==> run_1/pinout.png <==
Drawn at 4 px/µm. Pins as bars across the die edge, other pins in gray.
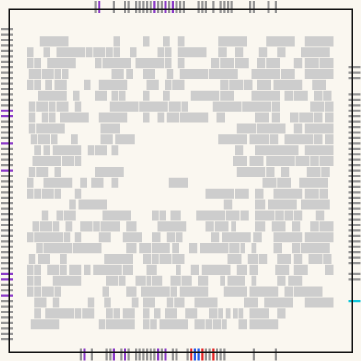
==> run_1/m4.png <==
Drawn at 4 px/µm. Supply wires on this layer in gray.
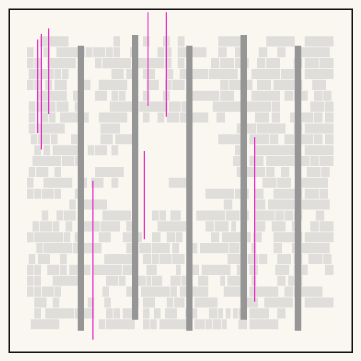
==> run_1/closeup.png <==
Window x 35 to 85, y 35 to 85 µm. Cells in gray, sequential cells in the stronger gray; small squares are vias.
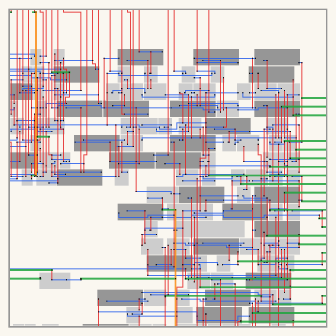
--- src/rtl/spi_ram_arb_pkg.sv ---
// -----------------------------------------------------------------------------
// spi_ram_arb_pkg
// Shared definitions for the two-port SPI RAM arbiter:
//   arb_state_t  - arbiter state machine encoding (also driven on dbg_state)
//   PORT_CPU / PORT_HOST - requester port indices
//   OP_READ / OP_WRITE   - latched operation encoding
//   port_onehot()        - port index to one-hot grant vector
// -----------------------------------------------------------------------------
package spi_ram_arb_pkg;

    typedef enum logic [2:0] {
        IDLE   = 3'd0,
        ISSUE  = 3'd1,
        SETTLE = 3'd2,
        WAIT   = 3'd3,
        DONE   = 3'd4
    } arb_state_t;

    localparam logic PORT_CPU  = 1'b0;
    localparam logic PORT_HOST = 1'b1;

    localparam logic OP_READ  = 1'b0;
    localparam logic OP_WRITE = 1'b1;

    function automatic logic [1:0] port_onehot(input logic port);
        return (port == PORT_HOST) ? 2'b10 : 2'b01;
    endfunction

endpackage

--- src/rtl/spi_ram_arbiter_rr_pick2.sv ---
// -----------------------------------------------------------------------------
// rr_pick2
// Combinational two-way round-robin pick.
//   i_req  [1:0] request bits, bit n = port n
//   i_last       index of the port served most recently
//   o_win  [1:0] one-hot winner, 0 when nothing is requested
// On a tie the port that was not served last wins.
// -----------------------------------------------------------------------------
module rr_pick2
    import spi_ram_arb_pkg::*;
(
    input  logic [1:0] i_req,
    input  logic       i_last,
    output logic [1:0] o_win
);

    always_comb begin
        o_win = 2'b00;
        if (i_req == 2'b11) begin
            o_win = (i_last == PORT_HOST) ? port_onehot(PORT_CPU) : port_onehot(PORT_HOST);
        end else begin
            o_win = i_req;
        end
    end

endmodule

--- src/rtl/spi_ram_arbiter.sv ---
// -----------------------------------------------------------------------------
// spi_ram_arbiter
// Shares one spi_ram_controller between the CPU (port 0) and a host/debug
// loader (port 1). A level request is latched in IDLE, one start pulse is sent
// to the controller, the arbiter waits for busy to drop, then pulses the
// port's done for one cycle (read data already registered by then).
// Ports:
//   clk, rst                 clock, synchronous active-high reset
//   pN_addr/pN_wdata         request address / write data of port N
//   pN_read/pN_write         level requests (write wins over read)
//   pN_rdata/pN_done         registered read data / one-cycle completion
//   grant                    one-hot port being served, 0 when idle
//   mem_addr/mem_wdata       latched address/data to the controller
//   mem_start_read/_write    one-cycle start pulses to the controller
//   mem_rdata/mem_busy       controller read data and busy flag
//   dbg_state                current arbiter state (arb_state_t encoding)
// Handshake: a requester holds read/write high with stable addr/wdata until
// the edge that ends its done cycle; a request still high in the following
// IDLE cycle is a fresh transaction. Requests are only looked at in IDLE.
// -----------------------------------------------------------------------------
module spi_ram_arbiter
    import spi_ram_arb_pkg::*;
#(
    parameter int DATA_WIDTH_BYTES = 2,
    parameter int ADDR_BITS        = 16
) (
    input  logic                          clk,
    input  logic                          rst,
    input  logic [ADDR_BITS-1:0]          p0_addr,
    input  logic [ADDR_BITS-1:0]          p1_addr,
    input  logic [8*DATA_WIDTH_BYTES-1:0] p0_wdata,
    input  logic [8*DATA_WIDTH_BYTES-1:0] p1_wdata,
    input  logic                          p0_read,
    input  logic                          p1_read,
    input  logic                          p0_write,
    input  logic                          p1_write,
    output logic [8*DATA_WIDTH_BYTES-1:0] p0_rdata,
    output logic [8*DATA_WIDTH_BYTES-1:0] p1_rdata,
    output logic                          p0_done,
    output logic                          p1_done,
    output logic [1:0]                    grant,
    output logic [ADDR_BITS-1:0]          mem_addr,
    output logic [8*DATA_WIDTH_BYTES-1:0] mem_wdata,
    output logic                          mem_start_read,
    output logic                          mem_start_write,
    input  logic [8*DATA_WIDTH_BYTES-1:0] mem_rdata,
    input  logic                          mem_busy,
    output logic [2:0]                    dbg_state
);

    localparam int DW = 8 * DATA_WIDTH_BYTES;

    arb_state_t           r_state;
    arb_state_t           w_next;
    logic                 r_last;
    logic                 r_port;
    logic                 r_op;
    logic [ADDR_BITS-1:0] r_addr;
    logic [DW-1:0]        r_wdata;
    logic [DW-1:0]        r_p0_rdata;
    logic [DW-1:0]        r_p1_rdata;

    logic [1:0]           w_req;
    logic [1:0]           w_win;
    logic                 w_win_port;
    logic                 w_grant_now;
    logic                 w_finish;

    assign w_req = {p1_write | p1_read, p0_write | p0_read};

    rr_pick2 u_pick (
        .i_req  (w_req),
        .i_last (r_last),
        .o_win  (w_win)
    );

    assign w_win_port  = w_win[1];
    assign w_grant_now = (r_state == IDLE) && (w_req != 2'b00);
    assign w_finish    = (r_state == WAIT) && !mem_busy;

    // Next state and decoded outputs; everything outward-facing except the
    // data registers is a pure function of the current state.
    always_comb begin
        w_next          = r_state;
        grant           = 2'b00;
        mem_start_read  = 1'b0;
        mem_start_write = 1'b0;
        p0_done         = 1'b0;
        p1_done         = 1'b0;
        case (r_state)
            IDLE: begin
                if (w_req != 2'b00) w_next = ISSUE;
            end
            ISSUE: begin
                grant           = port_onehot(r_port);
                mem_start_read  = (r_op == OP_READ);
                mem_start_write = (r_op == OP_WRITE);
                w_next          = SETTLE;
            end
            // Dead cycle: the controller only raises busy after seeing start.
            SETTLE: begin
                grant  = port_onehot(r_port);
                w_next = WAIT;
            end
            WAIT: begin
                grant = port_onehot(r_port);
                if (!mem_busy) w_next = DONE;
            end
            DONE: begin
                grant   = port_onehot(r_port);
                p0_done = (r_port == PORT_CPU);
                p1_done = (r_port == PORT_HOST);
                w_next  = IDLE;
            end
            default: w_next = IDLE;
        endcase
    end

    always_ff @(posedge clk) begin
        if (rst) begin
            r_state    <= IDLE;
            r_last     <= PORT_HOST;
            r_port     <= PORT_CPU;
            r_op       <= OP_READ;
            r_addr     <= '0;
            r_wdata    <= '0;
            r_p0_rdata <= '0;
            r_p1_rdata <= '0;
        end else begin
            r_state <= w_next;
            if (w_grant_now) begin
                r_port  <= w_win_port;
                r_addr  <= w_win_port ? p1_addr  : p0_addr;
                r_wdata <= w_win_port ? p1_wdata : p0_wdata;
                r_op    <= (w_win_port ? p1_write : p0_write) ? OP_WRITE : OP_READ;
            end
            if (w_finish) begin
                r_last <= r_port;
                if (r_op == OP_READ) begin
                    if (r_port == PORT_HOST) r_p1_rdata <= mem_rdata;
                    else                     r_p0_rdata <= mem_rdata;
                end
            end
        end
    end

    assign mem_addr  = r_addr;
    assign mem_wdata = r_wdata;
    assign p0_rdata  = r_p0_rdata;
    assign p1_rdata  = r_p1_rdata;
    assign dbg_state = r_state;

endmodule

--- config.mk ---
export PLATFORM = sky130hd
export DESIGN_NAME = spi_ram_arbiter
export DESIGN_NICKNAME = d
export VERILOG_FILES = /design/src/rtl/spi_ram_arb_pkg.sv /design/src/rtl/spi_ram_arbiter_rr_pick2.sv /design/src/rtl/spi_ram_arbiter.sv
export SDC_FILE = /design/constraint.sdc
export NUM_CORES = 1
export LEC_CHECK = 0
export CAP_MARGIN = 30
export CORE_MARGIN = 4
export CORE_UTILIZATION = 55
export DETAILED_ROUTE_END_ITERATION = 12
export DONT_BUFFER_PORTS = 1
export PLACE_DENSITY = 0.73
export REMOVE_ABC_BUFFERS = 1
export SLEW_MARGIN = 10
export SYNTH_ARGS = -nofsm -noshare
export SYNTH_HDL_FRONTEND = slang
export SYNTH_SLANG_ARGS = --single-unit
--- constraint.sdc ---
create_clock -name clk -period 2.55 [get_ports clk]
set_input_delay 0.51 -clock clk [delete_from_list [all_inputs] [get_ports clk]]
set_output_delay 0.51 -clock clk [all_outputs]
set_load 0.01 [all_outputs]
==> run summary, run 1 <==
Net Switching: 0.7207 mW
Inverters: 0
HP Class: in2reg
Clock-pin slew on the worst setup and hold paths: 0.07 ns
NonClk Buf Share: 0.01964
Cts hold-fix bufs: 0
Most frequent cells in the layout: dfxtp_1 (70), nand2b_1 (49), o21ai_0 (34), a21oi_1 (34), nand3_1 (33)
Crit Reg-Reg Endpoint: mem_addr[5]$_SDFFE_PP0P_
Worst path depth: 3
Cell Type Count: 37
Metal-1 WL: 3.280 mm
Post-Place Cells: 404
Critical path's largest stage delay: 0.46 ns
Main area contributors: dfxtp_1 (43%), mux2i_1 (9.7%), nand2b_1 (9.3%)
Top_reg_cell synth: dfxtp_1
Leading area contributor after synthesis: dfxtp_1
Comb/total area: 0.4891
Die Wd: 85.37 µm
Fin. Hold Viols: 0
CTS Buf Count: 9
Final Max Tran Viols: 0
Avg Cell Area, Syn: 9.119 µm²
Hold Path Depth: 1
Grt total ovfl: 0
Most frequent cell after synthesis: dfxtp_1
Final instance area: 3441 µm²
Total power: 2.478 mW
Setup WS pre-CTS: 0.7245 ns
Crit path cell chain: nor2_1 > nor2b_1 > nor3b_1
Status: finished clean
CP Launch Type: register
Final clock-cell share: 0.05782
Final ANT Viol Nets: 0
Number of fill cells: 505
Net Sw Frac: 0.2908
FF-to-FF setup slack: 0.85 ns
Worst slew pin tran: 0.6212 ns
Maxcap violations: 0
Cell count after synthesis: 361
Cells resized by post-CTS repair: 0
Internal power: 1.757 mW
Post-DP HPWL: 5.605 mm
Top cell excl fill/tap: dfxtp_1
Top delay family on crit path: simple AND/OR/NAND/NOR gates
Non-filler instance count after layout: 420
Top Metal Used: met4
PD cells: 720.2 nW/µm²
Non-CTS buffers: 9
Synth warn: 0
Met3 wire len: 945 µm
H-tree levels: 3
Worst Skew: 0.009429 ns
WP data arrival: 1.52 ns
CTS root buf: clkbuf_8
Flip-flops with a built-in enable: 0
Critical-path top delay cell: dfxtp_1
P_leak: 1.231 nW
Largest net degree at the start of global routing: 88
Largest class: multi-input combinational cells
Combinational power share: 0.123
IO Count: 160
Placed Area: 3242 µm²
Seq/total area: 0.4073
Critical path buffer and inverter count: 0
FF/Latch Area: 1401 µm²
Metal2 WL: 3.833 mm
Routed len/inst: 19.72 µm
Multi-input gate area: 1683 µm²
Cell row count: 27
Async set-or-reset flop fraction in the synthesized netlist: 0
Endpoint class of the critical path: output pin
Clock power frac: 0.356
Clock Sinks: 70
DRT Pass-1 Iters: 5
Well Taps: 72
RSZ-0062 raised after global routing: false
ANT cells: 0
Global-route met3 utilization: 0.08350
Drt drc: 0
Max-area cell share: 0.4257
Worst R2R Path Depth: 4
Critical hold path startpoint: rst
Sequential area share after synthesis: 0.4257
Notes on pinout.png above:
color	port	pins	direction	edge
purple	p0_addr	16	input	7 left, 5 bottom, 4 top
blue	grant	2	output	bottom
cyan	rst	1	input	right
red	dbg_state	3	output	bottom
IO Port Bufs: 0
Die H: 85.37 µm

Notes on m4.png above:
share of all routed wire	2.7%
wire length on this layer	224 µm
via count: 2,686
final WL: 8.283 mm

Notes on closeup.png above:
color	layer
blue	M1
orange	M4
red	M2
green	M3
cells with their middle in the window	102
netlist names of flops here include	p0_rdata (12), p1_rdata (12), mem_addr (3)
most frequent	nand2b_1 (31), dfxtp_1 (28), mux2i_1 (23)
sequential cells in the window	28

run 1: power by group through the flow:
stage | combinational (mW) | sequential (mW) | clock [mW]
final | 0.306 | 1.29 | 0.882
after global placement | 0.294 | 1.32 | 0
after global routing | 0.347 | 1.30 | 0.958
after floorplan | 0.235 | 1.29 | 0
after detailed placement | 0.308 | 1.32 | 0
after CTS | 0.307 | 1.29 | 0.901
run 1: kinds of logic (layout without fill, tap and decap cells):
logic type      count (synthesis)  count (layout)  share of synthesized area
buf+inv                        38              25                    0.06423
simple gates                  116             116                     0.2132
compound gates                105             105                     0.1995
flops                          70              70                     0.4257
mux                            32              32                    0.09730
run 1: registers in the layout, summed over array words and instances, names as in the netlist:
register   count
dbg_state      3
mem_addr      16
mem_wdata     16
p0_rdata      16
p1_rdata      16
r_last         1
r_op           1
r_port         1
## Run 2: what changed since run 1
Settings changed: PLACE_DENSITY 0.73 to 0.76.
Clock period 2.55 ns to 1.65 ns, I/O delays scaled along.
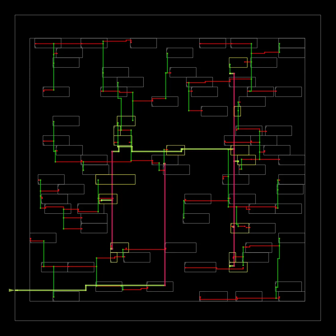
(run_2/clock_nets.png)
clk_lat worst skew: 0.33 ns
CLK BUF: 10
Clock Sinks: 70
Worst Skew: 0.006319 ns

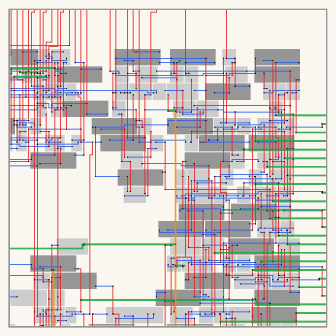
(run_2/closeup.png)
Window x 35 to 85, y 35 to 85 µm. Cells in gray, sequential cells in the stronger gray; small squares are vias.
color	layer
green	M3
red	M2
orange	M4
blue	M1
netlist names of flops here include	p0_rdata (11), p1_rdata (11), mem_addr (3)
most frequent	nand2b_1 (32), dfxtp_1 (28), mux2i_1 (22)
cells with their middle in the window	109
sequential cells in the window	28

==> run 2 against run 1 <==
Net effect:
- highest routed layer unchanged
- critical path depth unchanged
- sequential power up 55%
- sequential share of layout area down 1.6 points
- largest power group unchanged
- synthesized cell count unchanged
==> run summary, run 2 <==
DRT Pass-1 Iters: 4 (-1)
ANT cells: 0 (unchanged)
Flip-flops with a built-in enable: 0 (unchanged)
Number of fill cells: 460 (-8.9%)
Crit Reg-Reg Endpoint: mem_wdata[3]$_SDFFE_PP0P_
Iteration-0 DRC Markers: 114
Count of final setup violators: 0
CTS root buf: clkbuf_8
Cell count after synthesis: 361 (unchanged)
Net Sw Frac: 0.2759 (-0.01490)
Final core utilization: 0.6389
Worst vdd ir: 0.0006109 V
Die H: 85.37 µm (unchanged)
Full die area: 7287 µm²
HP Class: in2reg
Top cell excl fill/tap: dfxtp_1
Clock-pin slew on the worst setup and hold paths: 0.07 ns (about the same)
Top delay family on crit path: flip-flops
PD cells: 1065 nW/µm² (+48%)
Yosys synthesis chip area: 3292 µm²
Crit path max fanout: 7
Clk. pwr: 1.31 mW (+49%)
Largest net degree at the start of global routing: 88 (unchanged)
Metal2 WL: 4.027 mm (+5.1%)
Top Metal Used: met4
Global-route wire length before repair: 13.60 mm
Top_reg_cell synth: dfxtp_1
IO Port Bufs: 0 (unchanged)
Syn-to-layout area delta: 9.502%
Maxcap violations: 0 (unchanged)
Synth cell count leaders: dfxtp_1 (70), nand2b_1 (49), a21oi_1 (34), o21ai_0 (34), nand3_1 (33)
Cycle use final: 0.9950
Via count: 2,703 (+0.63%)
Max-area cell share: 0.4257 (unchanged)
Setup ws final: 0.008238 ns
Flop pwr share: 0.520
Routed len/inst: 19.62 µm (-0.51%)
GP Congestion: 0.7632
Drt drc: 0 (unchanged)
Cell Type Count: 37 (unchanged)
Met3 wire len: 967 µm (+2.3%)
Status: finished clean
Final WL: 8.378 mm (+1.1%)
Seq pwr: 2.00 mW (+55%)
Final nets: 438
Critical path's largest stage delay: 0.37 ns (-0.09 ns)
Final setup TNS: 0 ns
P_leak: 1.322 nW (+7.3%)
Multi-input gate area: 1732 µm² (+2.9%)
Non-filler instance count after layout: 427 (+1.7%)
Gr busiest metal: met2
FF/Latch Area: 1410 µm² (+0.63%)
Synth warn: 0 (unchanged)
H-tree levels: 3 (unchanged)
Setup WS pre-CTS: 0.1386 ns (-0.5859 ns)
Most frequent cell after synthesis: dfxtp_1
Avg Cell Area, Syn: 9.119 µm² (unchanged)
Fmax: 609.1 MHz
Combinational power share: 0.138 (+0.015)
Final Max Tran Viols: 0 (unchanged)
Leading area contributor after synthesis: dfxtp_1
Global-route met3 utilization: 0.08932 (+0.005825)
CP Launch Type: register
Combinational power: 0.529 mW (+73%)
Sequential area share after synthesis: 0.4257 (unchanged)
Internal power: 2.779 mW (+58%)
Initial antenna violation count: 0
Clock Path Buffers: 2
Critical Path RT: 1.32 ns
Cell row count: 27 (unchanged)
Final ANT Viol Nets: 0 (unchanged)
Critical path buffer and inverter count: 2 (+2)
Ys cells: 361
Metal-1 WL: 3.228 mm (-1.6%)
Share of layout cells above drive strength 1: 0.1408
Mapped cell area: 3292 µm²
Endpoint class of the critical path: output pin
Number of global-route vias before repair: 2,750
Final min period: 1.642 ns
GR Util met2: 0.3821
IO Count: 160 (unchanged)
Post-Place Cells: 412 (+2.0%)
Cts hold-fix bufs: 0 (unchanged)
Async set-or-reset flop fraction in the synthesized netlist: 0 (unchanged)
Total power: 3.838 mW (+55%)
Clock power frac: 0.342 (-0.014)
WHS: 0.08551 ns
RSZ-0062 raised after global routing: true
Worst Hold Path EP: dbg_state[0]$_SDFFE_PP0P_
Fin. Hold Viols: 0 (unchanged)
Worst setup endpoint: mem_start_write
Critical-path top delay cell: dfxtp_4
R2R Path Start: dbg_state[0]$_SDFFE_PP0P_
Main area contributors: dfxtp_1 (43%), mux2i_1 (9.7%), nand2b_1 (9.3%)
TritonCTS clock tree: done
Net Switching: 1.059 mW (+47%)
Die Wd: 85.37 µm (unchanged)
CORE AREA: 5642 µm²
Count of tool warnings: 26
Final instance area: 3605 µm² (+4.8%)
FP Util: 0.5835
Most frequent cells in the layout: dfxtp_1 (67), nand2b_1 (49), o21ai_0 (34), a21oi_1 (34), nand3_1 (33)
FF-to-FF setup slack: 0.19 ns (-0.66 ns)
Worst path depth: 3 (unchanged)
Placed Area: 3352 µm² (+3.4%)
Pwr top: registers
Hold Path Depth: 1 (unchanged)
Worst relative slew slack: 0.5848
Synthesized registers: 70
Crit path cell chain: buf_8 > nor4bb_4 > buf_4
Critical hold path startpoint: rst
GRT Total Usage: 0.2310
Worst slew pin tran: 0.6228 ns (+0.001631 ns)
Grt total ovfl: 0 (unchanged)
Grt met1 use: 0.2678
CP Class: reg2out
Worst R2R Path Depth: 4 (unchanged)
Post-DP HPWL: 5.856 mm (+4.5%)
CTS Buf Count: 9 (unchanged)
Critical Path Source: dbg_state[2]$_SDFFE_PP0P_
Setup bufs post-CTS: 0
Vias/cell: 6.330
WP data arrival: 1.31 ns (-0.21 ns)
run 2: cell counts after synthesis:
Identical to the previous run, type by type.
run 2: what timing repair did:
item / 4_1_cts / 5_1_grt
cloned: 0 / 0
setup endpoints to repair: 4 / 4
gates resized: 8 / 8
pin swaps: 1 / 1
run 2: cell families after synthesis:
| logic type | after synthesis | share of synthesized area |
|---|---|---|
| AOI/OAI and AO/OA | 105 | 0.1995 |
| muxes | 32 | 0.09730 |
| DFF | 70 | 0.4257 |
| and+or+nand+nor | 116 | 0.2132 |
| buffers and inverters | 38 | 0.06423 |
run 2: area by class of cell:
cell class / instances / share of cell area
clock buffers: 10 / 0.03818
clock inverters: 5 / 0.01388
multi-input cells: 253 / 0.4804
flip-flops and latches: 70 / 0.3912
well taps: 72 / 0.02499
repair buffers: 17 / 0.05137
Power and IR drop assume default switching activity.
